==> config.mk <==
export PLATFORM = sky130hd
export DESIGN_NAME = iomem_switch
export DESIGN_NICKNAME = d
export VERILOG_FILES = /design/src/rtl/iomem_pkg.sv /design/src/rtl/iomem_switch.sv
export SDC_FILE = /design/constraint.sdc
export NUM_CORES = 1
export LEC_CHECK = 0
export CAP_MARGIN = 20
export CORE_UTILIZATION = 30
export DETAILED_ROUTE_END_ITERATION = 10
export PLACE_DENSITY = 0.64
export SYNTH_ARGS = -nofsm -noshare
export SYNTH_HDL_FRONTEND = slang
export SYNTH_SLANG_ARGS = --single-unit
==> constraint.sdc <==
create_clock -name clk -period 5.4 [get_ports clk]
set_input_delay 1.08 -clock clk [delete_from_list [all_inputs] [get_ports clk]]
set_output_delay 1.08 -clock clk [all_outputs]
set_load 0.05 [all_outputs]
Fig. 1: run 1, layout detail
Window x 23 to 48, y 94 to 119 um. Cells in gray, sequential cells in the stronger gray; small squares are vias.
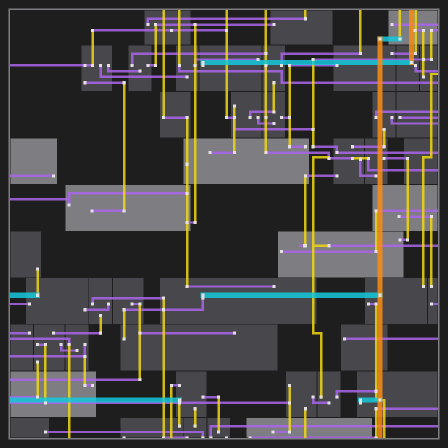
| layer | color |
|---|---|
| M4 | orange |
| M2 | yellow |
| M3 | cyan |
| M1 | purple |
cells with their middle in the window: 37
most frequent: nand2_1 (9), clkdlybuf4s50_1 (8), a21oi_1 (7)
sequential cells in the window: 5

Fig. 2: run 1, cells by drive strength
(3 px per um)
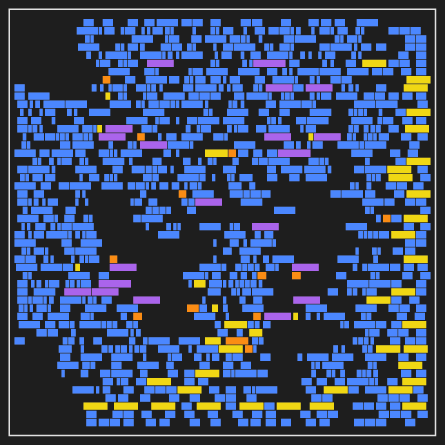
| size | color | cells | share |
|---|---|---|---|
| x6 and larger | purple | 20 | 2.1% |
| x3 and x4 | orange | 13 | 1.4% |
| x1 and smaller | blue | 884 | 92% |
| x2 | yellow | 44 | 4.6% |
minimum setup slack in the final design: 2.07 ns
Layout area overhead: 67.0%
final design instance area without fill: 9760 sq um

Fig. 3: run 1, track usage over the die
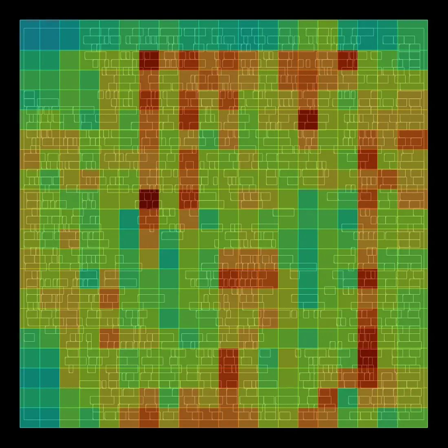
met2 Use GR: 32.9%
most crowded layer after global routing: met2

==> run summary, run 1 <==
Physical implementation

The run finished with clean final reports. After Yosys synthesis, full adders, half adders and majority gates account for 1.71% of the synthesized area. The part of the total power dissipated in combinational logic is 26.0%.

The weighted congestion reported at the end of routability-driven placement is 0.807. The report counts max-capacitance violations totalling 0. The most frequently used library cell after synthesis is nand2_1. The standard cell with the maximum stage delay on the critical path is or4_1. STA classifies the critical path endpoint as a register.

The number of clock sinks seen by CTS is 131. Per the detail_route log, met3 wirelength is 1830 um. Per the OpenROAD floorplan log, the area of the die is 20000 sq um.

The die width is 142 um. After floorplanning, the core was divided into 50 placement rows. The post-route met1 wirelength is 7960 um.

The worst hold path depth is 2. The post-synthesis async set-or-reset flop share is 0%. The synthesized chip area reported by yosys is 5840 sq um.

The floorplan die height is 142 um. The violation count after the first detailed-routing iteration is 236. The internal cell power is 2100 uW. The portion of synthesized area spent on multiplexers is 13.8%.

In the layout the commonest cells are 317 x clkdlybuf4s50_1, 145 x nand2_1, 129 x dfxtp_1. The critical path start-end classification is in -> reg. Of the combinational cells, the family taking the most area is simple AND/OR/NAND/NOR gates.

The number of cell instances after yosys synthesis is 657. The via count of the first global-routing pass is 5785. The arrival time at the worst endpoint is 3.66 ns. Dividing the detail-routed via count by the number of cells gives 4.72. Setup repair after global routing left no endpoint under its margin.

The required arrival time at the worst endpoint is 5.74 ns. Global routing used 21.8% of the available met1 tracks. In the final report, the number of pins over their slew limit comes to 0.

After detailed routing, the number of remaining DRC violations is 0. The fraction of post-synthesis cell area in the top cell type by area is 44.9%. Between clock sinks in the finished design, the worst skew comes to 0.00537 ns.

The proportion of layout cells with a drive suffix above 1 is 8.01%. Counting the buffers created by CTS gives 17. In the finished design, the share of the clock period the worst path needs comes to 61.6%. The predominant post-synthesis flop cell is dfxtp_1. The classification of the worst-slack hold path is reg -> reg. As reported, the later end of the worst-skew pair has a clock insertion delay of 0.41 ns. Registers are responsible for 35.8% of the overall power. The length in cells of the worst reg-to-reg path is 5. The first detailed-routing pass ran for 4 iterations.

The final layout net count is 1159. The pre-CTS setup slack is 1.66 ns.
[run 1: final cells by class]
type	count	area, sq um
Tap cell	260	325
Inverter	4	15.0
Timing Repair Buffer	322	3210
Clock inverter	14	164
Fill cell	1819	9130
Clock buffer	18	429
Sequential cell	131	2630
Multi-Input combinational cell	472	2990
[run 1: through the flow]
| step | hold WS, ns | util [%] | power (uW) | instance area (sq um) |
|---|---|---|---|---|
| after detailed placement | 0.445 | 48.5 | 1900 | 9170 |
| after global routing | 0.471 | 51.7 | 3170 | 9760 |
| final | 0.450 | 51.7 | 3030 | 9760 |
| after CTS | 0.453 | 51.7 | 3070 | 9760 |
| after floorplan | 0.432 | - | 1560 | 5840 |
| after global placement | 0.440 | 48.5 | 1890 | 9170 |
Fig. 4: run 1, signal wires on met1
(3 px per um)
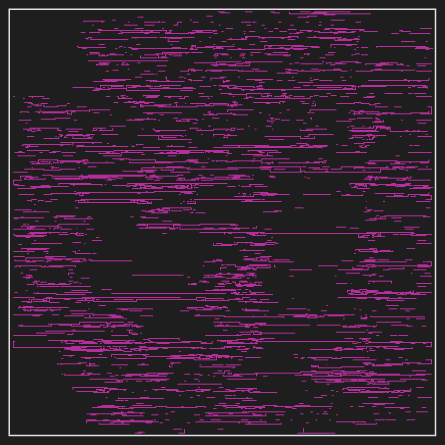

==> run 1 -> run 2 <==
Clock period 5.4 ns to 3.4 ns, I/O delays scaled along.
Fig. 5: run 2, signal wires on met1
(3 px per um)
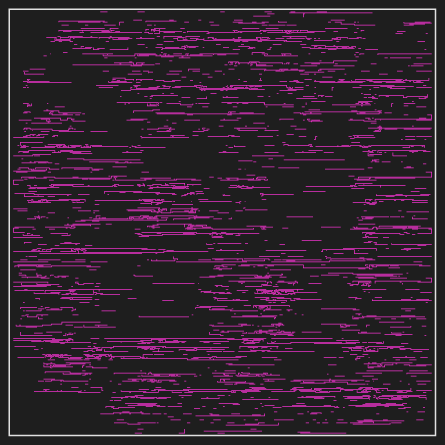
nets with wire on the layer: 1007
wire length on this layer: 7800 um
share of all routed wire: 40%
longest straight run: 43.2 um
routed wire length: 19300 um
met1 track utilization from global routing: 21.8%
via count of the routed design: 5879

Fig. 6: run 2, track usage over the die
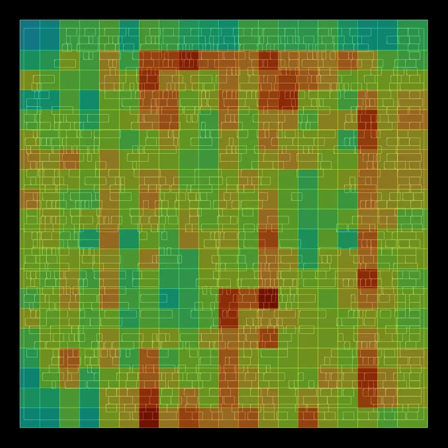
overall routing resource usage: 19.2%
Avg WL per Cell: 15.7 um
met3 GRT Util: 6.92%
Finished Core Util: 52.7%

==> run summary, run 2 <==
Physical implementation

The data-path buffer share of cell area in the final layout is 33.1%. The via count of the first global-routing pass is 5705. The final layout net count is 1165. In the final layout, the share of cells above drive strength 1 is 8.69%. The flop count is 131. In this run the worst hold path is classified as reg -> reg. The internal cell power is 3670 uW. The number of clock sinks seen by CTS is 131. The chip occupies 20000 sq um. Setup repair after global routing left no endpoint under its margin. On met2, the global router reports a usage of 33.7%. The dominant kind of cell is non-clock buffers.

The via-per-instance ratio is 4.79. The flow reports that combinational logic draws 24.9% of the design power. The predominant post-synthesis flop cell is dfxtp_1. The worst hold path depth is 2. Per the Yosys statistics, synthesis produced 657 cells.

The run reported a max-capacitance violation count of 0. Global route summary, busiest routing layer listed as met2. The design received a total of 260 well taps at floorplan.

The layout has 1799 filler cells. The number of buffers outside the clock class in the layout is 328. The post-route met1 wirelength is 7800 um. The post-synthesis async set-or-reset flop share is 0%.

The clock arrives with 0.00922 ns of skew. The worst hold slack across all endpoints is 0.451 ns. The run finished with clean final reports. The DRC violation count after routing is 0. The congestion estimate from routability-driven global placement came to 0.818. In this run, the number of DRC markers left after iteration 0 of detailed routing was 296. Total power for the finished layout comes to 5150 uW. Per the detail_route log, met3 wirelength is 1700 um. Counting the buffers created by CTS gives 17.

After layout, the inverter instance count without clock inverters stands at 4. The critical path start-end classification is reg -> out. The iteration count recorded for the first detailed-route pass is 4. The number of cells on the worst reg-to-reg path is 6. In the layout the commonest cells are 317 x clkdlybuf4s50_1, 145 x nand2_1, 129 x dfxtp_1. The arrival time at the worst endpoint is 1.98 ns. The area added between synthesis and finish is 70.2%. The placed instance area is 9250 sq um.
Fig. 7: run 2, cell classes on the final placement
(3 px per um)
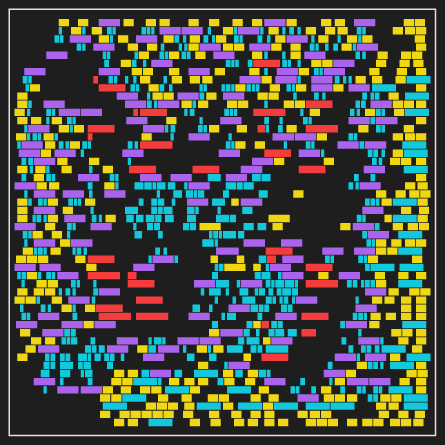
| class | color | cells | share of their area |
|---|---|---|---|
| remaining buffers and delay cells | yellow | 328 | 34% |
| registers | purple | 131 | 27% |
| clock drivers and dummy loads | red | 32 | 7.2% |
| remaining logic cells | cyan | 476 | 31% |
final design instance area without fill: 9950 sq um
number of cell rows: 50
standard cell core area: 18900 sq um
sequential share of cell area: 26.4%

==> run 2: cell count changes in the layout (fill, tap and decap cells not counted), sizes merged <==
cell      change
buf           +6
clkinvlp      -1
bufinv        +4
clkinv        -3
==> run 2: logic make-up after synthesis <==
| family | after synthesis | synth area share [%] |
|---|---|---|
| multiplexers | 39 | 13.8 |
| AND-OR/OR-AND | 133 | 12.8 |
| AND/OR/NAND/NOR | 279 | 20.9 |
| XOR/XNOR | 13 | 1.95 |
| flip-flops | 131 | 44.9 |
| adder cells (fa/ha/maj) | 8 | 1.71 |
| buffers and inverters | 54 | 4.05 |
No activity file was given, so power comes from the tool's default toggle rates.
